<file path="src/rtl/cpu_exec_ctrl_pkg.sv">
// Shared opcode/ALU encodings and the instruction decoder for the execute/control slice.
package cpu_exec_ctrl_pkg;

  localparam logic [5:0] OP_ADD  = 6'b000000;
  localparam logic [5:0] OP_ADDI = 6'b000001;
  localparam logic [5:0] OP_SUB  = 6'b000010;
  localparam logic [5:0] OP_ORI  = 6'b010000;
  localparam logic [5:0] OP_AND  = 6'b010001;
  localparam logic [5:0] OP_OR   = 6'b010010;
  localparam logic [5:0] OP_MOVE = 6'b100000;
  localparam logic [5:0] OP_SW   = 6'b100110;
  localparam logic [5:0] OP_LW   = 6'b100111;
  localparam logic [5:0] OP_BEQ  = 6'b110000;
  localparam logic [5:0] OP_HALT = 6'b111111;

  typedef enum logic [2:0] {
    ALU_ADD  = 3'b000,
    ALU_SUB  = 3'b001,
    ALU_RSUB = 3'b010,
    ALU_OR   = 3'b011,
    ALU_AND  = 3'b100,
    ALU_ANDN = 3'b101,
    ALU_XOR  = 3'b110,
    ALU_NOR  = 3'b111
  } alu_op_e;

  // branch marks beq; it is qualified with the ALU zero flag to form PCSrc.
  typedef struct packed {
    logic    pc_wre;
    logic    alu_src_b;
    logic    alu_m2reg;
    logic    reg_wre;
    logic    data_mem_rw;
    logic    ext_sel;
    logic    branch;
    logic    reg_out;
    alu_op_e alu_op;
  } ctrl_t;

  function automatic ctrl_t decode(input logic [5:0] op);
    ctrl_t c;
    c        = '0;
    c.pc_wre = 1'b1;
    c.alu_op = ALU_ADD;
    case (op)
      OP_ADD:  begin c.reg_wre = 1'b1; c.reg_out = 1'b1; end
      OP_ADDI: begin c.reg_wre = 1'b1; c.alu_src_b = 1'b1; c.ext_sel = 1'b1; end
      OP_SUB:  begin c.reg_wre = 1'b1; c.reg_out = 1'b1; c.alu_op = ALU_SUB; end
      OP_ORI:  begin c.reg_wre = 1'b1; c.alu_src_b = 1'b1; c.alu_op = ALU_OR; end
      OP_AND:  begin c.reg_wre = 1'b1; c.reg_out = 1'b1; c.alu_op = ALU_AND; end
      OP_OR:   begin c.reg_wre = 1'b1; c.reg_out = 1'b1; c.alu_op = ALU_OR; end
      OP_MOVE: begin c.reg_wre = 1'b1; c.reg_out = 1'b1; end
      OP_SW:   begin c.data_mem_rw = 1'b1; c.alu_src_b = 1'b1; c.ext_sel = 1'b1; end
      OP_LW: begin
        c.reg_wre   = 1'b1;
        c.alu_src_b = 1'b1;
        c.ext_sel   = 1'b1;
        c.alu_m2reg = 1'b1;
      end
      OP_BEQ:  begin c.ext_sel = 1'b1; c.branch = 1'b1; c.alu_op = ALU_SUB; end
      OP_HALT: c.pc_wre = 1'b0;
      default: ;
    endcase
    return c;
  endfunction

endpackage

</file>
<file path="src/rtl/cpu_exec_ctrl_if.sv">
// Datapath/control bundle between the execute/control slice and the rest of the CPU.
interface cpu_exec_ctrl_if #(
    parameter int WIDTH = 32,
    parameter int OP_W  = 6
);
    logic [OP_W-1:0]  operation;
    logic [WIDTH-1:0] ReadData1;
    logic [WIDTH-1:0] B;
    logic [WIDTH-1:0] PCOut;
    logic [WIDTH-1:0] shiftResult;

    logic [WIDTH-1:0] ALUresult;
    logic             zero;
    logic [WIDTH-1:0] Add_result1;
    logic [WIDTH-1:0] Add_result2;
    logic             PCWre;
    logic             ALUSrcB;
    logic             ALUM2Reg;
    logic             RegWre;
    logic             InsMemRW;
    logic             DataMemRW;
    logic             ExtSel;
    logic             PCSrc;
    logic             RegOut;
    logic [2:0]       ALUOp;

    // master: the surrounding datapath; slave: cpu_exec_ctrl.
    modport master (
        output operation, ReadData1, B, PCOut, shiftResult,
        input  ALUresult, zero, Add_result1, Add_result2,
        input  PCWre, ALUSrcB, ALUM2Reg, RegWre, InsMemRW,
        input  DataMemRW, ExtSel, PCSrc, RegOut, ALUOp
    );

    modport slave (
        input  operation, ReadData1, B, PCOut, shiftResult,
        output ALUresult, zero, Add_result1, Add_result2,
        output PCWre, ALUSrcB, ALUM2Reg, RegWre, InsMemRW,
        output DataMemRW, ExtSel, PCSrc, RegOut, ALUOp
    );
endinterface

</file>
<file path="src/rtl/cpu_adder32.sv">
// Plain wrap-around adder used for PC+4 and the branch target.
module cpu_adder32 #(
    parameter int WIDTH = 32
) (
    input  logic [WIDTH-1:0] a,
    input  logic [WIDTH-1:0] b,
    output logic [WIDTH-1:0] sum
);

    assign sum = a + b;

endmodule

</file>
<file path="src/rtl/cpu_alu.sv">
// 32-bit ALU, modulo 2^WIDTH arithmetic, with a zero flag on the result.
module cpu_alu
    import cpu_exec_ctrl_pkg::*;
#(
    parameter int WIDTH = 32
) (
    input  logic [WIDTH-1:0] a,
    input  logic [WIDTH-1:0] b,
    input  alu_op_e          alu_op,
    output logic [WIDTH-1:0] result,
    output logic             zero
);

    // NOTE: every output of a combinational block gets a default first so no latch is inferred.
    always_comb begin
        result = '0;
        case (alu_op)
            ALU_ADD:  result = a + b;
            ALU_SUB:  result = a - b;
            ALU_RSUB: result = b - a;
            ALU_OR:   result = a | b;
            ALU_AND:  result = a & b;
            ALU_ANDN: result = ~a & b;
            ALU_XOR:  result = a ^ b;
            ALU_NOR:  result = ~(a | b);
            default:  result = '0;
        endcase
    end

    assign zero = (result == '0);

endmodule

</file>
<file path="src/rtl/cpu_exec_ctrl.sv">
// Execute/control slice: opcode decode, ALU, PC adders and the sticky halt flag.
module cpu_exec_ctrl
    import cpu_exec_ctrl_pkg::*;
#(
    parameter int WIDTH = 32,
    parameter int OP_W  = 6
) (
    input  logic            CLK,
    input  logic            Reset,
    cpu_exec_ctrl_if.slave  bus
);

    logic [OP_W-1:0]  opcode;
    logic             halted;
    logic             hold;
    ctrl_t            ctrl;
    logic [WIDTH-1:0] alu_result;
    logic             alu_zero;
    logic [WIDTH-1:0] pc_plus4;
    logic [WIDTH-1:0] branch_target;

    assign opcode = bus.operation;
    assign hold   = halted || (opcode == OP_HALT);

    // NOTE: state registers use non-blocking assignments so all flops sample the same pre-edge values.
    always_ff @(posedge CLK or posedge Reset) begin
        if (Reset) begin
            halted <= 1'b0;
        end else if (opcode == OP_HALT) begin
            halted <= 1'b1;
        end
    end

    // A halt in flight or latched suppresses every side effect; data-path selects still decode.
    always_comb begin
        ctrl = decode(opcode);
        if (hold) begin
            ctrl.pc_wre      = 1'b0;
            ctrl.reg_wre     = 1'b0;
            ctrl.data_mem_rw = 1'b0;
            ctrl.branch      = 1'b0;
        end
    end

    cpu_alu #(.WIDTH(WIDTH)) u_alu (
        .a      (bus.ReadData1),
        .b      (bus.B),
        .alu_op (ctrl.alu_op),
        .result (alu_result),
        .zero   (alu_zero)
    );

    cpu_adder32 #(.WIDTH(WIDTH)) u_pc_plus4 (
        .a   (bus.PCOut),
        .b   (WIDTH'(4)),
        .sum (pc_plus4)
    );

    cpu_adder32 #(.WIDTH(WIDTH)) u_branch_target (
        .a   (pc_plus4),
        .b   (bus.shiftResult),
        .sum (branch_target)
    );

    assign bus.ALUresult   = alu_result;
    assign bus.zero        = alu_zero;
    assign bus.Add_result1 = pc_plus4;
    assign bus.Add_result2 = branch_target;
    assign bus.PCWre       = ctrl.pc_wre;
    assign bus.ALUSrcB     = ctrl.alu_src_b;
    assign bus.ALUM2Reg    = ctrl.alu_m2reg;
    assign bus.RegWre      = ctrl.reg_wre;
    assign bus.InsMemRW    = 1'b1;
    assign bus.DataMemRW   = ctrl.data_mem_rw;
    assign bus.ExtSel      = ctrl.ext_sel;
    assign bus.PCSrc       = ctrl.branch & alu_zero;
    assign bus.RegOut      = ctrl.reg_out;
    assign bus.ALUOp       = ctrl.alu_op;

endmodule

</file>
<file path="src/flat_wrapper.sv">
// flat-port wrapper written by rule: the top's interface ports become plain ports
module cpu_exec_ctrl_flat import cpu_exec_ctrl_pkg::*;
#(
    parameter int WIDTH = 32,
    parameter int OP_W  = 6
)
  (CLK, Reset, bus_operation, bus_ReadData1, bus_B, bus_PCOut, bus_shiftResult, bus_ALUresult, bus_zero, bus_Add_result1, bus_Add_result2, bus_PCWre, bus_ALUSrcB, bus_ALUM2Reg, bus_RegWre, bus_InsMemRW, bus_DataMemRW, bus_ExtSel, bus_PCSrc, bus_RegOut, bus_ALUOp);
  cpu_exec_ctrl_if #(.WIDTH(WIDTH), .OP_W(OP_W)) bus_i ();
  input  logic CLK;
  input  logic Reset;
  input wire logic [$bits(bus_i.operation)-1:0] bus_operation;
  input wire logic [$bits(bus_i.ReadData1)-1:0] bus_ReadData1;
  input wire logic [$bits(bus_i.B)-1:0] bus_B;
  input wire logic [$bits(bus_i.PCOut)-1:0] bus_PCOut;
  input wire logic [$bits(bus_i.shiftResult)-1:0] bus_shiftResult;
  output wire logic [$bits(bus_i.ALUresult)-1:0] bus_ALUresult;
  output wire logic [$bits(bus_i.zero)-1:0] bus_zero;
  output wire logic [$bits(bus_i.Add_result1)-1:0] bus_Add_result1;
  output wire logic [$bits(bus_i.Add_result2)-1:0] bus_Add_result2;
  output wire logic [$bits(bus_i.PCWre)-1:0] bus_PCWre;
  output wire logic [$bits(bus_i.ALUSrcB)-1:0] bus_ALUSrcB;
  output wire logic [$bits(bus_i.ALUM2Reg)-1:0] bus_ALUM2Reg;
  output wire logic [$bits(bus_i.RegWre)-1:0] bus_RegWre;
  output wire logic [$bits(bus_i.InsMemRW)-1:0] bus_InsMemRW;
  output wire logic [$bits(bus_i.DataMemRW)-1:0] bus_DataMemRW;
  output wire logic [$bits(bus_i.ExtSel)-1:0] bus_ExtSel;
  output wire logic [$bits(bus_i.PCSrc)-1:0] bus_PCSrc;
  output wire logic [$bits(bus_i.RegOut)-1:0] bus_RegOut;
  output wire logic [$bits(bus_i.ALUOp)-1:0] bus_ALUOp;
  assign bus_i.operation = bus_operation;
  assign bus_i.ReadData1 = bus_ReadData1;
  assign bus_i.B = bus_B;
  assign bus_i.PCOut = bus_PCOut;
  assign bus_i.shiftResult = bus_shiftResult;
  assign bus_ALUresult = bus_i.ALUresult;
  assign bus_zero = bus_i.zero;
  assign bus_Add_result1 = bus_i.Add_result1;
  assign bus_Add_result2 = bus_i.Add_result2;
  assign bus_PCWre = bus_i.PCWre;
  assign bus_ALUSrcB = bus_i.ALUSrcB;
  assign bus_ALUM2Reg = bus_i.ALUM2Reg;
  assign bus_RegWre = bus_i.RegWre;
  assign bus_InsMemRW = bus_i.InsMemRW;
  assign bus_DataMemRW = bus_i.DataMemRW;
  assign bus_ExtSel = bus_i.ExtSel;
  assign bus_PCSrc = bus_i.PCSrc;
  assign bus_RegOut = bus_i.RegOut;
  assign bus_ALUOp = bus_i.ALUOp;
  cpu_exec_ctrl #(.WIDTH(WIDTH), .OP_W(OP_W)) u_core (.CLK(CLK), .Reset(Reset), .bus(bus_i));
endmodule
</file>
<file path="config.mk">
export PLATFORM = sky130hd
export DESIGN_NAME = cpu_exec_ctrl_flat
export DESIGN_NICKNAME = d
export VERILOG_FILES = /design/src/rtl/cpu_exec_ctrl_pkg.sv /design/src/rtl/cpu_exec_ctrl_if.sv /design/src/rtl/cpu_adder32.sv /design/src/rtl/cpu_alu.sv /design/src/rtl/cpu_exec_ctrl.sv /design/src/flat_wrapper.sv
export SDC_FILE = /design/constraint.sdc
export NUM_CORES = 1
export LEC_CHECK = 0
export CAP_MARGIN = 10
export CORE_MARGIN = 4
export CORE_UTILIZATION = 55
export CTS_BUF_LIST = sky130_fd_sc_hd__clkbuf_4
export DETAILED_ROUTE_END_ITERATION = 8
export PLACE_DENSITY = 0.91
export RECOVER_POWER = 50
export SLEW_MARGIN = 15
export SYNTH_ARGS = -nofsm -noshare
export SYNTH_HDL_FRONTEND = slang
export SYNTH_HIERARCHICAL = 1
export SYNTH_SLANG_ARGS = --single-unit
</file>
<file path="constraint.sdc">
create_clock -name CLK -period 20.7 [get_ports CLK]
set_clock_uncertainty 0.1 [all_clocks]
set_input_delay 3.105 -clock CLK [delete_from_list [all_inputs] [get_ports CLK]]
set_output_delay 3.105 -clock CLK [all_outputs]
set_load 0.05 [all_outputs]
</file>
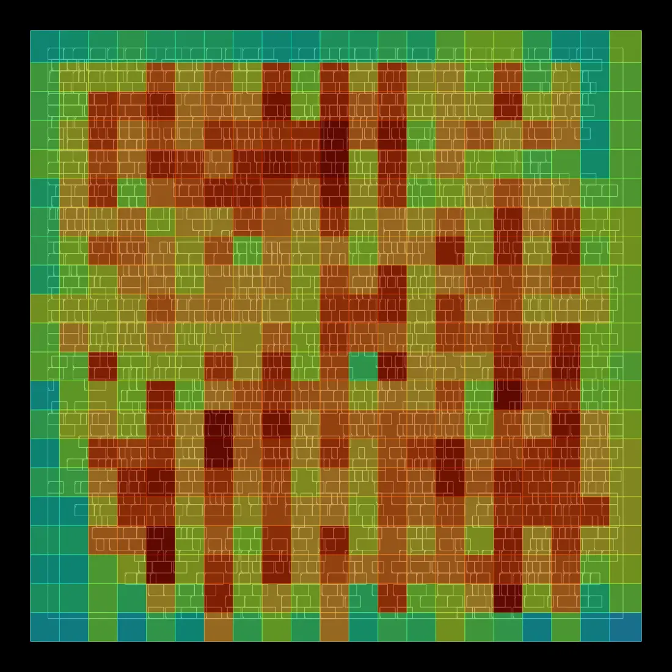
run_1/final_congestion.png
GR Util met2: 0.558
average routed wire per standard cell: 20.0 um

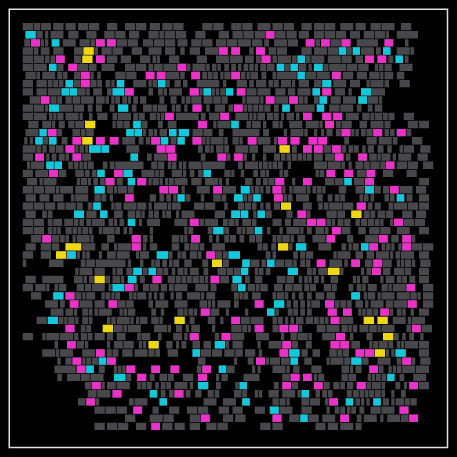
run_1/gate_families.png
Drawn at 3 px/um.
legend:
  AND-OR and OR-AND gates:
    color: cyan
    cells: 107
    most_used: a21o_1
    where: spread over the die
  XOR/XNOR gates:
    color: magenta
    cells: 169
    most_used: xnor2_1
    where: spread over the die
  multiplexers:
    color: yellow
    cells: 20
    most_used: mux2i_1
Finished Layout Cells: 1958
Comb area share: 0.752
most numerous logic cell after layout: clkdlybuf4s50_1

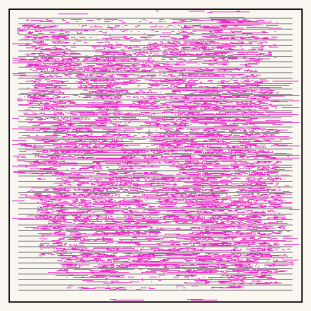
run_1/met1.png
Drawn at 2 px/um. Supply wires on this layer in gray.
wire length on this layer: 16000 um
nets with wire on the layer: 1842
main direction: horizontal
longest straight run: 46.5 um
share of all routed wire: 41%
met1 Use GR: 0.453
vias: 12800
Total Routed Length: 39100 um

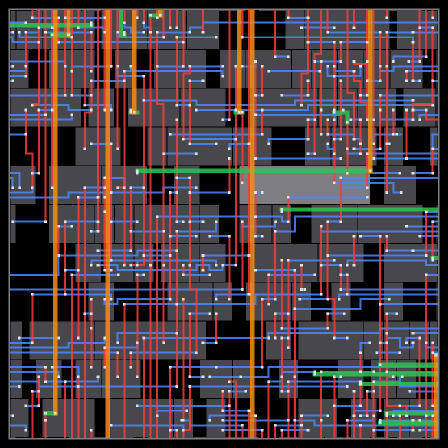
run_1/zoom.png
Region (58, 87) to (88, 117) um. Cells in gray, sequential cells in the stronger gray; small squares are vias.
legend:
  met2:
    color: red
  met3:
    color: green
  met1:
    color: blue
  met4:
    color: orange
netlist names of flops here include: `u_core/halted` (1)
sequential cells in the window: 1
cells with their middle in the window: 91
most frequent: a21oi_1 (13), ha_1 (10), inv_1 (9)

==> Table 3: Implementation characteristics, run 1 <==
Summary of implementation characteristics

Parameter                              Value

Logic synthesis
  Share of synthesized area occupied by flip-flops and latches .................. 0.00240
  # Cells Yosys .................. 1517
  Number of different library cells in the post-synthesis netlist .................. 94
  Flops & latches, synth .................. 1
  Primary flip-flop cell chosen by synthesis mapping .................. dfrtp_1
  Mean instance size in the synthesized netlist .................. 6.86 um2
  EDFF count, synth .................. 0
  Share of synthesized registers carrying an async set or reset .................. 1.00
  Chip area from the yosys synthesis statistics .................. 10400 um2
  Cell count after synthesis .................. 1517

Drt
  Routed length on met1 .................. 16000 um
  DRC .................. 0
  DR WL met3 .................. 3890 um
  Top Metal Used .................. met4
  Pre-Repair DR Iteration Count .................. 6
  Remaining number of nets flagged by the antenna check after routing .................. 0
  Via density per instance .................. 6.54

Outcome
  Violations in the final reports .................. max-capacitance violations, max-slew violations
  Outcome .................. finished with violations

Setup path
  Worst path max stage delay .................. 2.26 ns
  Capturing element type of the critical path .................. output port
  Critical Path Source .................. bus_operation[5]
  Nature of the critical path startpoint .................. input port
  Worst EP required .................. 17.50 ns
  Worst reg2reg startpoint .................. u_core/halted
  R2R cell count .................. 1
  Setup Crit Path Kind .................. input port to output port
  Cell-by-cell listing of the critical path .................. dlygate4sd3_1, or2_1, nor4_2, clkbuf_1, inv_1, nand2_1, nor2_1, a31oi_1, xnor2_1, ha_1, o2111ai_1, a2111o_1, and2_1, xor2_1, o211ai_1, or4_1, or4b_1, nor4_1, nand4_1, nor4_2, nand2_1, nor4_2, clkdlybuf4s50_1
  Endpoint of the worst register-to-register path .................. u_core/halted
  Last element of the critical path .................. bus_PCSrc
  Cell mode on critical path .................. nor4_2
  Worst Path Max Fanout .................. 57
  Slowest stage cell on the critical path .................. clkbuf_1

Finish
  #MultiIn Comb .................. 1358
  Final Cell Area .................. 13000 um2
  Largest register by flop count .................. u_core/halted
  Layout filler cell count .................. 1564
  Final Util .................. 0.697
  Number of flip-flops in the largest register .................. 1
  Number of nets at the end of the flow .................. 2022
  Register fraction of the total cell area .................. 0.00193
  Footprint of the flip-flops and latches .................. 25.0 um2
  Multi-input logic area .................. 9760 um2
  Number of antenna repair diodes .................. 1
  Layout inverter count without the clock tree .................. 115

Timing
  Final total negative setup slack .................. 0 ns
  Share of the clock period used by the worst path after layout .................. 0.838
  Normalized max-slew margin .................. -1.11
  Final worst slack .................. 3.36 ns
  Hold violation total from the final report .................. 0
  Final-layout worst hold slack .................. 0.591 ns
  Final worst path period need .................. 17.34 ns
  Max-slew violation total from the final report .................. 58
  RSZ-0062 raised after global routing .................. false
  Least-Margin Pin Slew .................. 3.16 ns

Global routing
  Overflow left after global routing .................. 0
  Global router's overall resource usage .................. 0.340
  Maximum number of pins on one net before global-route repair .................. 66

Die
  Area of the core .................. 18600 um2
  Ports placed on the boundary .................. 245
  Die extent in x .................. 146 um
  Number of placement rows .................. 50
  Die area .................. 21200 um2
  Tap cells .................. 234
  Die span in y .................. 146 um
  Pre-placement core utilization .................. 0.559

Clocking
  # resized after CTS .................. 0
  Setup repair bufs after CTS .................. 0
  CTS hold repair buffers .................. 0
  Clk Latency, worst-skew pair .................. 0 ns
  Reg clk slew, reported paths .................. 0 ns

Pwr
  Leakage power of the design .................. 5.71 nW
  Total Power Consumption .................. 0.835 mW
  IR Drop Worst-Case VDD .................. 0.0000875 V

Job
  OpenROAD warning count .................. 61
  Max-capacitance violation count .................. 1

Place
  Placer's final routability congestion estimate .................. 1.06
  Placed standard-cell area .................. 13000 um2
  DP HPWL .................. 32000 um
  Cells after DPL .................. 1957

Min path
  Hold WC Path Type .................. register to register
==> run 1: worst min path at each step <==
stage               cells after the start          start  slack [ns]            end
CTS                                     1  u_core/halted        0.59  u_core/halted
finish                                  1  u_core/halted        0.59  u_core/halted
floorplan                               1  u_core/halted        0.45  u_core/halted
detailed placement                      1  u_core/halted        0.59  u_core/halted
global placement                        1  u_core/halted        0.58  u_core/halted
global route                            1  u_core/halted        0.63  u_core/halted
==> run 1: where the power goes <==
| group | switching [mW] | internal, mW |
|---|---|---|
| registers | 0.00113 | 0.00242 |
| logic | 0.545 | 0.287 |
| clock network | 0 | 0.00000000646 |
==> run 1: synth_stat cells (9+ instances only) <==
| master | n | share of area |
|---|---|---|
| ha_1 | 157 | 0.19 |
| a21oi_1 | 150 | 0.072 |
| nand2_1 | 121 | 0.044 |
| inv_1 | 113 | 0.041 |
| xnor2_1 | 92 | 0.077 |
| nor2_1 | 86 | 0.031 |
| o21ai_0 | 77 | 0.037 |
| xor2_1 | 77 | 0.065 |
| a21o_1 | 62 | 0.045 |
| nand3_1 | 49 | 0.024 |
| clkbuf_1 | 45 | 0.016 |
| nor3_1 | 31 | 0.015 |
| a31oi_1 | 29 | 0.017 |
| nand4_1 | 29 | 0.017 |
| o211ai_1 | 26 | 0.019 |
| mux2i_1 | 18 | 0.017 |
| nor2b_1 | 18 | 0.011 |
| o21bai_1 | 17 | 0.012 |
| nor4_1 | 16 | 0.0096 |
| buf_2 | 15 | 0.0072 |
| o31ai_1 | 15 | 0.011 |
| a211oi_1 | 13 | 0.0094 |
| nand2b_1 | 13 | 0.0078 |
| a32oi_1 | 11 | 0.0093 |
| and3_1 | 11 | 0.0066 |
| o21ai_1 | 11 | 0.0053 |
| o221ai_1 | 11 | 0.0093 |
| or3_1 | 10 | 0.0060 |
| or2_2 | 9 | 0.0054 |
==> run 1: metal layers <==
layer | track usage | up-vias
li1 | - | 6030
met3 | 0.0467 | 140
met1 | 0.453 | 5871
met5 | 0 | -
met2 | 0.558 | 770
met4 | 0.133 | 0
==> run 1: placed cells by master, fill, tap and decap left out, types with 13 or more instances in the layout <==
cell type / count
a211oi_1: 13
a21o_1: 62
a21oi_1: 150
a31oi_1: 29
clkdlybuf4s50_1: 190
conb_1: 34
dlygate4sd3_1: 53
ha_1: 157
inv_1: 113
mux2i_1: 18
nand2_1: 121
nand2b_1: 13
nand3_1: 49
nand4_1: 29
nor2_1: 84
nor2b_1: 17
nor3_1: 30
nor4_1: 15
o211ai_1: 26
o21ai_0: 77
o21bai_1: 17
o31ai_1: 15
xnor2_1: 92
xor2_1: 77
==> run 1: worst max-delay path, delay by kind of cell <==
kind	cells	cell delay (ns)
buf+inv	4	4.93
simple gates	12	4.32
compound gates	4	1.15
fa+ha+maj	1	0.38
xor+xnor	2	0.23
==> run 1: cell families after synthesis <==
logic type | share of synthesized area
DFF | 0.00240
xor gates and xnor gates | 0.142
muxes | 0.0198
and+or+nand+nor | 0.206
other | 0.000721
AOI/OAI and AO/OA | 0.358
adders and majority gates | 0.196
buffers and inverters | 0.0744
run_1/metal_stack.png
Drawn at 2 px/um. Two of the layers only.
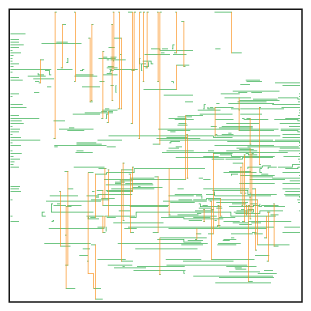

## Run 2: what changed since run 1
- CORE_UTILIZATION: 55 -> 48
- PLACE_DENSITY: 0.91 -> 0.84
- clock period: 20.7 -> 13.9 ns (I/O delays scaled with it)
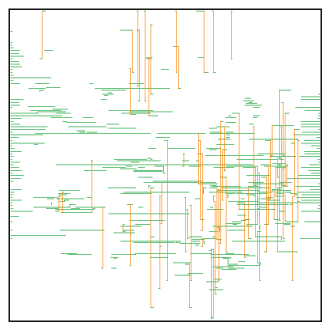
run_2/metal_stack.png
Drawn at 2 px/um. Two of the layers only.
legend:
  met3:
    color: green
    wire_length: 2800 um
  met4:
    color: orange
    wire_length: 2020 um
global router's overall resource usage: 0.297
average routed wire per standard cell: 19.6 um
vias: 12700

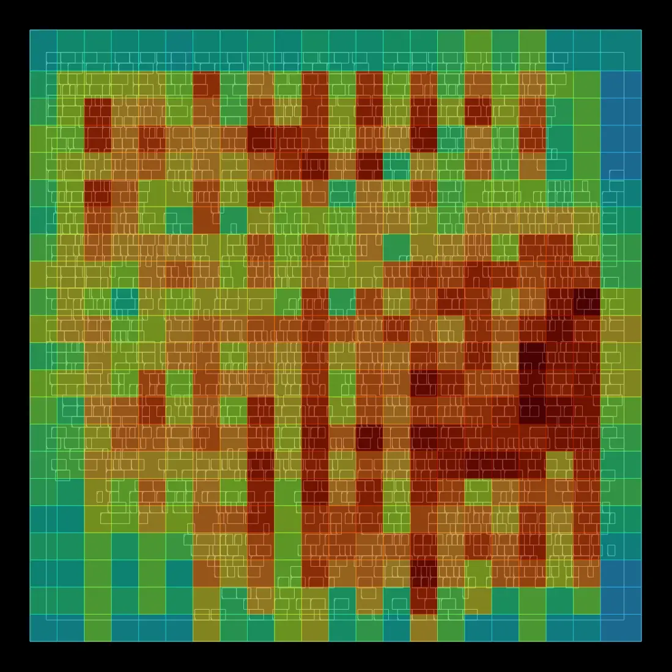
run_2/final_congestion.png
GR Util met2: 0.528
met3 layer usage reported by global route: 0.0250
Final Util: 0.617
met1 Use GR: 0.365
Most Crowded Layer GR: met2

==> run 2 against run 1 <==
  * The run now ends clean
  * Core utilization down 7.9 points
  * Sequential share of layout area hardly changed
  * Wire length increased by 0.48%
  * Critical path depth grew 2
  * Register-to-register slack lost 6.8 ns
  * Combinational power increased by 49%
  * Synthesized cell count unchanged
  * Largest power group unchanged
==> Table 3: Implementation characteristics, run 2 <==
Summary of implementation characteristics

Parameter                              Value

Outcome
  Outcome .................. completed

Setup path
  Top Family by Delay on Critical Path .................. simple AND/OR/NAND/NOR gates
  Buffers plus inverters on the worst setup path .................. 5
  Worst Path Max Fanout .................. 21
  Capturing element type of the critical path .................. output port
  Worst EP required .................. 11.72 ns
  R2R cell count .................. 1
  Setup Crit Path Kind .................. input port to output port
  Nature of the critical path startpoint .................. input port
  Worst path max stage delay .................. 0.86 ns
  Crit path depth .................. 25
  Slowest stage cell on the critical path .................. clkdlybuf4s50_1
  Arrival time worst endpoint .................. 10.08 ns

Clocking
  # resized after CTS .................. 0
  Setup repair bufs after CTS .................. 0
  Clk Latency, worst-skew pair .................. 0 ns
  CTS hold repair buffers .................. 0
  Reg clk slew, reported paths .................. 0 ns

Logic synthesis
  Cell type with the highest aggregate area in the netlist .................. ha_1
  Share of synthesized area occupied by flip-flops and latches .................. 0.00240
  Count of warnings emitted by yosys .................. 6
  Mean instance size in the synthesized netlist .................. 6.86 um2
  Flops & latches, synth .................. 1
  Most frequent cell after synthesis .................. ha_1
  Number of different library cells in the post-synthesis netlist .................. 94
  Mapped cell area .................. 10400 um2
  Chip area from the yosys synthesis statistics .................. 10400 um2
  Fraction of synthesized cell area taken by the top area cell type .................. 0.189
  Share of synthesized registers carrying an async set or reset .................. 1.00
  EDFF count, synth .................. 0
  Primary flip-flop cell chosen by synthesis mapping .................. dfrtp_1
  Main area contributors .................. ha_1 19%, xnor2_1 7.7%, a21oi_1 7.2%
  Cell count after synthesis .................. 1517
  # Cells Yosys .................. 1517
  Commonest cells in the netlist .................. 157 x ha_1, 150 x a21oi_1, 121 x nand2_1

Finish
  Number of flip-flops in the largest register .................. 1
  Proportion of layout cells with a drive suffix above 1 .................. 0.0290
  Number of antenna repair diodes .................. 0
  Layout filler cell count .................. 1998
  Synthesis-to-finish area growth .................. 25.4%
  Most numerous logic cell after layout .................. clkdlybuf4s50_1
  Largest registers .................. u_core/halted x1
  Largest register by flop count .................. u_core/halted
  Top Layout Cells .................. 190 x clkdlybuf4s50_1, 157 x ha_1, 150 x a21oi_1
  Number of nets at the end of the flow .................. 2025

Timing
  Final worst slack .................. 1.63 ns
  Normalized max-slew margin .................. 0.394
  Number of setup violations in the final report .................. 0
  Hold violation total from the final report .................. 0
  Final worst path period need .................. 12.27 ns
  Max-slew violation total from the final report .................. 0
  Highest clock rate .................. 81.5 MHz
  Final-layout worst hold slack .................. 0.523 ns
  RSZ-0062 raised after global routing .................. false
  Least-Margin Pin Slew .................. 0.887 ns
  Final total negative setup slack .................. 0 ns
  Share of the clock period used by the worst path after layout .................. 0.883

Min path
  Count of cells along the worst hold path .................. 1
  Hold WC Path Type .................. register to register

Place
  Count of buffers inserted at the top-level ports .................. 243
  Placer's final routability congestion estimate .................. 0.996
  DP HPWL .................. 32300 um
  Worst setup timing slack at the placement stage .................. 1.91 ns

Pwr
  PwrDens .................. 95.0 nW/um2
  Leakage power of the design .................. 5.73 nW
  IR Drop Worst-Case VDD .................. 0.000109 V

Drt
  DRC .................. 0
  DRC marker count from the first detailed-route iteration .................. 1058
  Total Routed Length .................. 39300 um
  Via density per instance .................. 6.32
  Pre-Repair DR Iteration Count .................. 6
  Remaining number of nets flagged by the antenna check after routing .................. 0

Die
  Ports placed on the boundary .................. 245
  Pre-placement core utilization .................. 0.492
  Die extent in x .................. 155 um
  Die span in y .................. 155 um
  Number of placement rows .................. 53
  Area of the core .................. 21200 um2
  Die area .................. 24100 um2

Global routing
  Overflow left after global routing .................. 0
  Maximum number of pins on one net before global-route repair .................. 65
  Vias in the first global route .................. 12100
  Antenna violations before repair .................. 0
  Wire length of the first global-routing pass .................. 60100 um

Job
  Max-capacitance violation count .................. 0
  OpenROAD warning count .................. 61
## run 2: cell counts after synthesis
No cell type changed its count.
## run 2: cells by family after synthesis
kind of cell    Yosys count  synth area share
xor+xnor                169             0.142
other cells               2          0.000721
flops                     1           0.00240
compound gates          542             0.358
fa+ha+maj               161             0.196
simple gates            432             0.206
mux                      20            0.0198
buf+inv                 190            0.0744
## run 2: where the power goes
| group | internal (mW) | switching, mW | total (mW) |
|---|---|---|---|
| Combinational | 0.427 | 0.809 | 1.24 |
| Clock | 0 | 0 | 0 |
| Sequential | 0.00361 | 0.00121 | 0.00482 |
| Total | 0.431 | 0.811 | 1.24 |
## run 2: area by class of cell
class                      instances  area, um2  share of cell area
tap                              275        344              0.0263
multi-input combinational       1358       9760               0.747
inverter                         115        432              0.0330
timing repair buffer             252       2500               0.191
sequential                         1       25.0             0.00192
## run 2: per-stage QoR
step                      total power, mW  cell area (um2)  cells
after floorplan                     0.862            10500   1549
after global placement               1.23            13100   2001
after detailed placement             1.23            13100   2001
after CTS                            1.24            13100   2001
after global routing                 1.31            13100   2001
final                                1.24            13100   2001
## run 2: layer usage
layer / GRT usage / vias up / share of wire
met5: 0 / - / 0
met4: 0.133 / 0 / 0.051
met3: 0.0250 / 143 / 0.071
met2: 0.528 / 656 / 0.48
met1: 0.365 / 5845 / 0.39
li1: - / 6011 / -
## run 2: path summary, 6_finish.rpt
path	startpoint	end	slack, ns
min	u_core/halted	u_core/halted	0.52
max in group asynchronous	Reset	u_core/halted	11.35
min in group asynchronous	Reset	u_core/halted	2.26
max	bus_operation[5]	bus_PCSrc	1.63
max reg2reg	u_core/halted	u_core/halted	12.92
min reg2reg	u_core/halted	u_core/halted	0.52
No activity file was given, so power comes from the tool's default toggle rates.
